<file path="src/rtl/dft_mag_buffer_if.sv">
// dft_mag_buffer_if: DFT bin stream and blk_exp in; magnitude read port, peak and status out.
interface dft_mag_buffer_if #(
    parameter int DW = 18,
    parameter int MW = 18,
    parameter int AW = 5
);
    logic signed [DW-1:0] xk_re;
    logic signed [DW-1:0] xk_im;
    logic [3:0]           blk_exp;
    logic                 fd_out;
    logic                 data_valid;
    logic [AW-1:0]        rd_addr;
    logic                 rd_ack;
    logic                 err_clr;
    logic [MW-1:0]        rd_data;
    logic [3:0]           frame_exp;
    logic [AW-1:0]        peak_bin;
    logic [MW-1:0]        peak_mag;
    logic                 frame_ready;
    logic [7:0]           frame_count;
    logic                 overrun;
    logic                 short_frame;
    modport master (
        output xk_re, xk_im, blk_exp, fd_out, data_valid, rd_addr, rd_ack, err_clr,
        input  rd_data, frame_exp, peak_bin, peak_mag, frame_ready, frame_count, overrun, short_frame
    );
    modport slave (
        input  xk_re, xk_im, blk_exp, fd_out, data_valid, rd_addr, rd_ack, err_clr,
        output rd_data, frame_exp, peak_bin, peak_mag, frame_ready, frame_count, overrun, short_frame
    );
endinterface

</file>
<file path="src/rtl/dft_mag_buffer.sv">
// dft_mag_buffer: per-bin approximate magnitude of a DFT frame, ping-pong buffered with peak tracking.
module dft_mag_buffer #(
    parameter int BINS    = 24,
    parameter int DW      = 18,
    parameter int MW      = 18,
    parameter int AW      = 5,
    parameter bit SKIP_DC = 1'b1
) (
    input logic             clk,
    input logic             rst_n,
    dft_mag_buffer_if.slave bus
);
    typedef enum logic [1:0] {IDLE, COLLECT, WAIT, COMMIT} state_t;
    state_t        state_q;
    logic [MW-1:0] mem_q [2][BINS];
    logic [AW-1:0] cnt_q, s1_bin_q, pk_bin_q, peak_bin_q;
    logic [MW-1:0] s1_re_q, s1_im_q, pk_mag_q, peak_mag_q, rd_data_q;
    logic [3:0]    exp_q, frame_exp_q;
    logic [7:0]    frame_count_q;
    logic          s1_v_q, s1_last_q, last_wr_q, wr_bank_q, bank_valid_q;
    logic          frame_ready_q, overrun_q, short_q;
    logic          accept, start, restart, last, commit, pk_upd;
    logic [MW-1:0] re_abs, im_abs, mx, mn, mag;
    always_comb begin
        accept  = bus.data_valid && (state_q == COLLECT || (state_q == IDLE && bus.fd_out));
        start   = accept && bus.fd_out;
        restart = start && state_q == COLLECT;
        last    = !start && cnt_q == AW'(BINS - 1);
        commit  = state_q == COMMIT;
        re_abs  = MW'($unsigned(bus.xk_re[DW-1] ? -bus.xk_re : bus.xk_re));
        im_abs  = MW'($unsigned(bus.xk_im[DW-1] ? -bus.xk_im : bus.xk_im));
        mx      = s1_re_q > s1_im_q ? s1_re_q : s1_im_q;
        mn      = s1_re_q > s1_im_q ? s1_im_q : s1_re_q;
        mag     = mx + (mn >> 2) + (mn >> 3);
        pk_upd  = s1_v_q && !(SKIP_DC && s1_bin_q == '0) && mag > pk_mag_q;
    end
    // Magnitude RAM is deliberately left out of reset; bank_valid_q masks stale contents.
    always_ff @(posedge clk) begin
        if (s1_v_q) mem_q[wr_bank_q][s1_bin_q] <= mag;
    end
    always_ff @(posedge clk or negedge rst_n) begin
        if (!rst_n) begin
            state_q       <= IDLE;
            cnt_q         <= '0;
            s1_v_q        <= 1'b0;
            s1_last_q     <= 1'b0;
            s1_bin_q      <= '0;
            s1_re_q       <= '0;
            s1_im_q       <= '0;
            last_wr_q     <= 1'b0;
            exp_q         <= '0;
            pk_mag_q      <= '0;
            pk_bin_q      <= '0;
            wr_bank_q     <= 1'b0;
            bank_valid_q  <= 1'b0;
            frame_exp_q   <= '0;
            peak_bin_q    <= '0;
            peak_mag_q    <= '0;
            frame_count_q <= '0;
            frame_ready_q <= 1'b0;
            overrun_q     <= 1'b0;
            short_q       <= 1'b0;
            rd_data_q     <= '0;
        end else begin
            s1_v_q    <= accept;
            last_wr_q <= s1_v_q && s1_last_q;
            if (accept) begin
                s1_re_q   <= re_abs;
                s1_im_q   <= im_abs;
                s1_bin_q  <= start ? '0 : cnt_q;
                s1_last_q <= last;
                cnt_q     <= start ? AW'(1) : last ? '0 : cnt_q + 1'b1;
            end
            if (start) exp_q <= bus.blk_exp;
            state_q <= accept ? (last ? WAIT : COLLECT) :
                       (state_q == WAIT && last_wr_q) ? COMMIT :
                       commit ? IDLE : state_q;
            // A restart also discards the in-flight sample of the abandoned frame.
            if (restart || commit) begin
                pk_mag_q <= '0;
                pk_bin_q <= '0;
            end else if (pk_upd) begin
                pk_mag_q <= mag;
                pk_bin_q <= s1_bin_q;
            end
            if (commit) begin
                wr_bank_q     <= ~wr_bank_q;
                bank_valid_q  <= 1'b1;
                frame_exp_q   <= exp_q;
                peak_bin_q    <= pk_bin_q;
                peak_mag_q    <= pk_mag_q;
                frame_count_q <= frame_count_q + 8'd1;
            end
            frame_ready_q <= commit || (frame_ready_q && !bus.rd_ack);
            overrun_q     <= (commit && frame_ready_q && !bus.rd_ack) || (overrun_q && !bus.err_clr);
            short_q       <= restart || (short_q && !bus.err_clr);
            rd_data_q     <= (bank_valid_q && 32'(bus.rd_addr) < BINS) ? mem_q[~wr_bank_q][bus.rd_addr] : '0;
        end
    end
    assign bus.rd_data     = rd_data_q;
    assign bus.frame_exp   = frame_exp_q;
    assign bus.peak_bin    = peak_bin_q;
    assign bus.peak_mag    = peak_mag_q;
    assign bus.frame_ready = frame_ready_q;
    assign bus.frame_count = frame_count_q;
    assign bus.overrun     = overrun_q;
    assign bus.short_frame = short_q;
endmodule

</file>
<file path="src/flat_wrapper.sv">
// flat-port wrapper written by rule: the top's interface ports become plain ports
module dft_mag_buffer_flat 
#(
    parameter int BINS    = 24,
    parameter int DW      = 18,
    parameter int MW      = 18,
    parameter int AW      = 5,
    parameter bit SKIP_DC = 1'b1
)
  (clk, rst_n, bus_xk_re, bus_xk_im, bus_blk_exp, bus_fd_out, bus_data_valid, bus_rd_addr, bus_rd_ack, bus_err_clr, bus_rd_data, bus_frame_exp, bus_peak_bin, bus_peak_mag, bus_frame_ready, bus_frame_count, bus_overrun, bus_short_frame);
  dft_mag_buffer_if #(.DW(DW), .MW(MW), .AW(AW)) bus_i ();
  input logic clk;
  input logic rst_n;
  input wire logic [$bits(bus_i.xk_re)-1:0] bus_xk_re;
  input wire logic [$bits(bus_i.xk_im)-1:0] bus_xk_im;
  input wire logic [$bits(bus_i.blk_exp)-1:0] bus_blk_exp;
  input wire logic [$bits(bus_i.fd_out)-1:0] bus_fd_out;
  input wire logic [$bits(bus_i.data_valid)-1:0] bus_data_valid;
  input wire logic [$bits(bus_i.rd_addr)-1:0] bus_rd_addr;
  input wire logic [$bits(bus_i.rd_ack)-1:0] bus_rd_ack;
  input wire logic [$bits(bus_i.err_clr)-1:0] bus_err_clr;
  output wire logic [$bits(bus_i.rd_data)-1:0] bus_rd_data;
  output wire logic [$bits(bus_i.frame_exp)-1:0] bus_frame_exp;
  output wire logic [$bits(bus_i.peak_bin)-1:0] bus_peak_bin;
  output wire logic [$bits(bus_i.peak_mag)-1:0] bus_peak_mag;
  output wire logic [$bits(bus_i.frame_ready)-1:0] bus_frame_ready;
  output wire logic [$bits(bus_i.frame_count)-1:0] bus_frame_count;
  output wire logic [$bits(bus_i.overrun)-1:0] bus_overrun;
  output wire logic [$bits(bus_i.short_frame)-1:0] bus_short_frame;
  assign bus_i.xk_re = bus_xk_re;
  assign bus_i.xk_im = bus_xk_im;
  assign bus_i.blk_exp = bus_blk_exp;
  assign bus_i.fd_out = bus_fd_out;
  assign bus_i.data_valid = bus_data_valid;
  assign bus_i.rd_addr = bus_rd_addr;
  assign bus_i.rd_ack = bus_rd_ack;
  assign bus_i.err_clr = bus_err_clr;
  assign bus_rd_data = bus_i.rd_data;
  assign bus_frame_exp = bus_i.frame_exp;
  assign bus_peak_bin = bus_i.peak_bin;
  assign bus_peak_mag = bus_i.peak_mag;
  assign bus_frame_ready = bus_i.frame_ready;
  assign bus_frame_count = bus_i.frame_count;
  assign bus_overrun = bus_i.overrun;
  assign bus_short_frame = bus_i.short_frame;
  dft_mag_buffer #(.BINS(BINS), .DW(DW), .MW(MW), .AW(AW), .SKIP_DC(SKIP_DC)) u_core (.clk(clk), .rst_n(rst_n), .bus(bus_i));
endmodule
</file>
<file path="config.mk">
export PLATFORM = sky130hd
export DESIGN_NAME = dft_mag_buffer_flat
export DESIGN_NICKNAME = d
export VERILOG_FILES = /design/src/rtl/dft_mag_buffer_if.sv /design/src/rtl/dft_mag_buffer.sv /design/src/flat_wrapper.sv
export SDC_FILE = /design/constraint.sdc
export NUM_CORES = 1
export LEC_CHECK = 0
export CAP_MARGIN = 0
export CELL_PAD_IN_SITES_DETAIL_PLACEMENT = 0
export CELL_PAD_IN_SITES_GLOBAL_PLACEMENT = 1
export CORE_MARGIN = 3
export CORE_UTILIZATION = 30
export CTS_BUF_LIST = sky130_fd_sc_hd__clkbuf_8 sky130_fd_sc_hd__clkbuf_16
export CTS_CLUSTER_DIAMETER = 40
export DETAILED_ROUTE_END_ITERATION = 16
export PLACE_DENSITY_LB_ADDON = 0.1
export SLEW_MARGIN = 20
export SYNTH_ARGS = -nofsm -noshare
export SYNTH_HDL_FRONTEND = slang
export SYNTH_SLANG_ARGS = --single-unit
</file>
<file path="constraint.sdc">
create_clock -name clk -period 10.5 [get_ports clk]
set_input_delay 1.05 -clock clk [delete_from_list [all_inputs] [get_ports clk]]
set_output_delay 1.05 -clock clk [all_outputs]
set_load 0.01 [all_outputs]
</file>
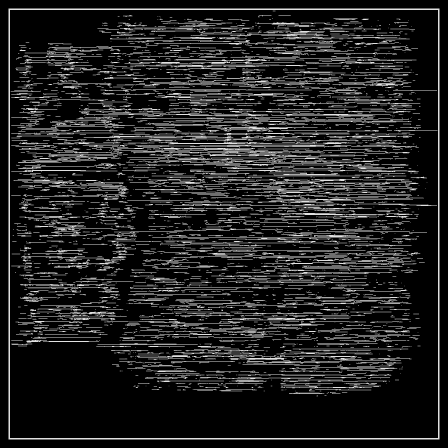
(images/m1.png)
The longest straight run is 142 um. 2472 nets have wire on it.

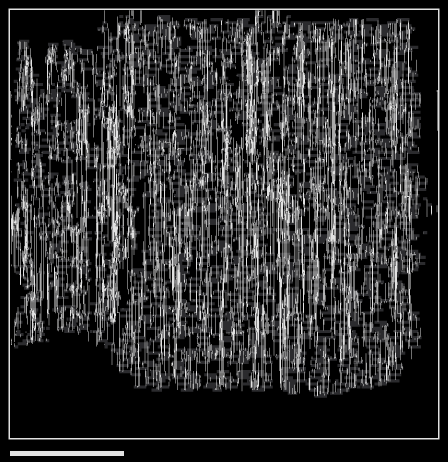
(images/m2.png)
Bar = 100 um. Cells faint in the background.
2273 nets have wire on it. The longest straight run is 235 um. The layer holds 49% of the routed length. The layer carries 57.1 mm of wire.

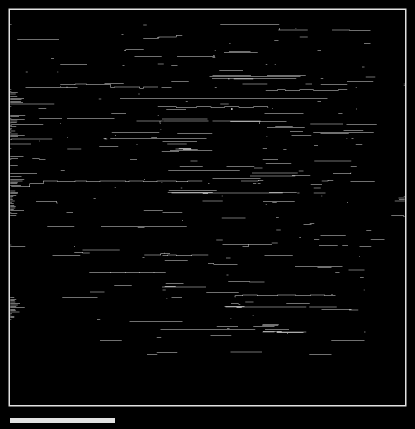
(images/m3.png)
Bar = 100 um.
The layer carries 5690 um of wire. The wires run mostly horizontal.

==> CHANGELOG.md <==
## Implementation

* CP max FO at 50
* Latency at later pin at 770 ps
* Tmin final at 7831 ps
* Gr busiest metal: met2
* Reg clk slew, reported paths at 50 ps
* Non-clk bufs at 175
* Fa+ha+maj area frac at 0.02466
* Dominant kind of cell by area: sequential cells
* CLK BUF at 174
* Comb power at 6.37 mW
* Setup repair bufs after CTS at 0
* Sequential fraction of the synthesis area at 0.7107
* Met2 WL at 57130 um
* Comb_multi_in at 1011
* Simple share at 0.03827
* Top-count cell post-synth: edfxtp_1
* Max Slew Vio Count at 0
* Number of synthesized flops with an enable pin at 864
* Via count at 21473
* Area grow syn2layout at 22.79%
* Logic pwr share at 0.329
* Sequential cell area share at 0.5788
* Met3 usage at 0.03503
* Top cells by count: edfxtp_1 (864), mux4_2 (270), dfrtp_1 (136)
* Worst slack at placement at 2599 ps
* Inverter count at 92
* Share of post-route cells with drive strength above 1 at 0.2706
* Crit Path Class: reg -> reg
* Synth Area in XOR/XNOR at 0.01124
* Synth top area cells: edfxtp_1 (63%), mux4_2 (15%), dfrtp_1 (8.2%)
* Worst path top cell family by delay: AND-OR/OR-AND gates
* AND-OR/OR-AND Cells, Area Fraction at 0.03145
* Fmax at 127.7 MHz
* Sw Pwr at 6.776 mW
* Register share of total power at 0.387
* Routed wl met3 at 5690 um
* Wire length per cell at 26.66 um
* Nets at 2565
* Worst setup SP type: flip-flop
* Post-DP Area at 0.04498 mm2
* Critical Path AT at 8510 ps
* Worst path required time at 11180 ps
* Final instance area at 0.05071 mm2
* Power Density at 381.6 mW/mm2
* Chip height at 377.0 um
* VDD IR max at 0.5092 mV
* Crit path to: u_core.pk_mag_q[16]
* Slew HR at 0.3255
* Power share of the clock group at 0.284
* Most frequent logic cells in the routed design: edfxtp_1 (864), mux4_2 (270), clkbuf_16 (164)
* Diodes inserted at 6
* Slowest-stage cell, CP: fa_1
* Worst r2r src: u_core.s1_im_q[4]
* Bufs and invs on worst path at 6
* Avg Inst Size Synth at 18.70 um2
* Top cell excl fill/tap: edfxtp_1
* Outcome: completed
* Worst reg2reg path depth at 28
* Syn_nets at 2332
* DRT antenna net count at 0
* Most frequent CP cell: a21oi_1
* CP Depth at 28
* Final WS setup at 2669 ps
* Hpwl dp at 67800 um
* Hold Path Class: in -> async
* Highest routed layer: met4
* Filler Cells Inserted at 12547
* Flop count at 1000
* R2r setup slk at 2670 ps
* GR Util met2 at 0.2740
* Max FFs per register at 864
* Init Core Util at 0.3033
* MaxCap Viol Count at 0
* Final Cycle Share at 0.7458
* Tap Count at 1781
* OpenROAD warnings at 27
* CP peak stage delay at 500 ps
* FF/Latch Area at 0.02935 mm2
* Post-synthesis cell count from yosys at 2208
* CTS resizes at 0
* Initial DRT Pass Iterations at 5
* Final setup violation count at 0
* RSZ-0062 raised after global routing: false
* H-tree levels at 4
* Gpl congestion at 0.7613
* Buffer share of cell area at 0.03141
* Cell count after synthesis at 2208
Power and IR drop assume default switching activity.
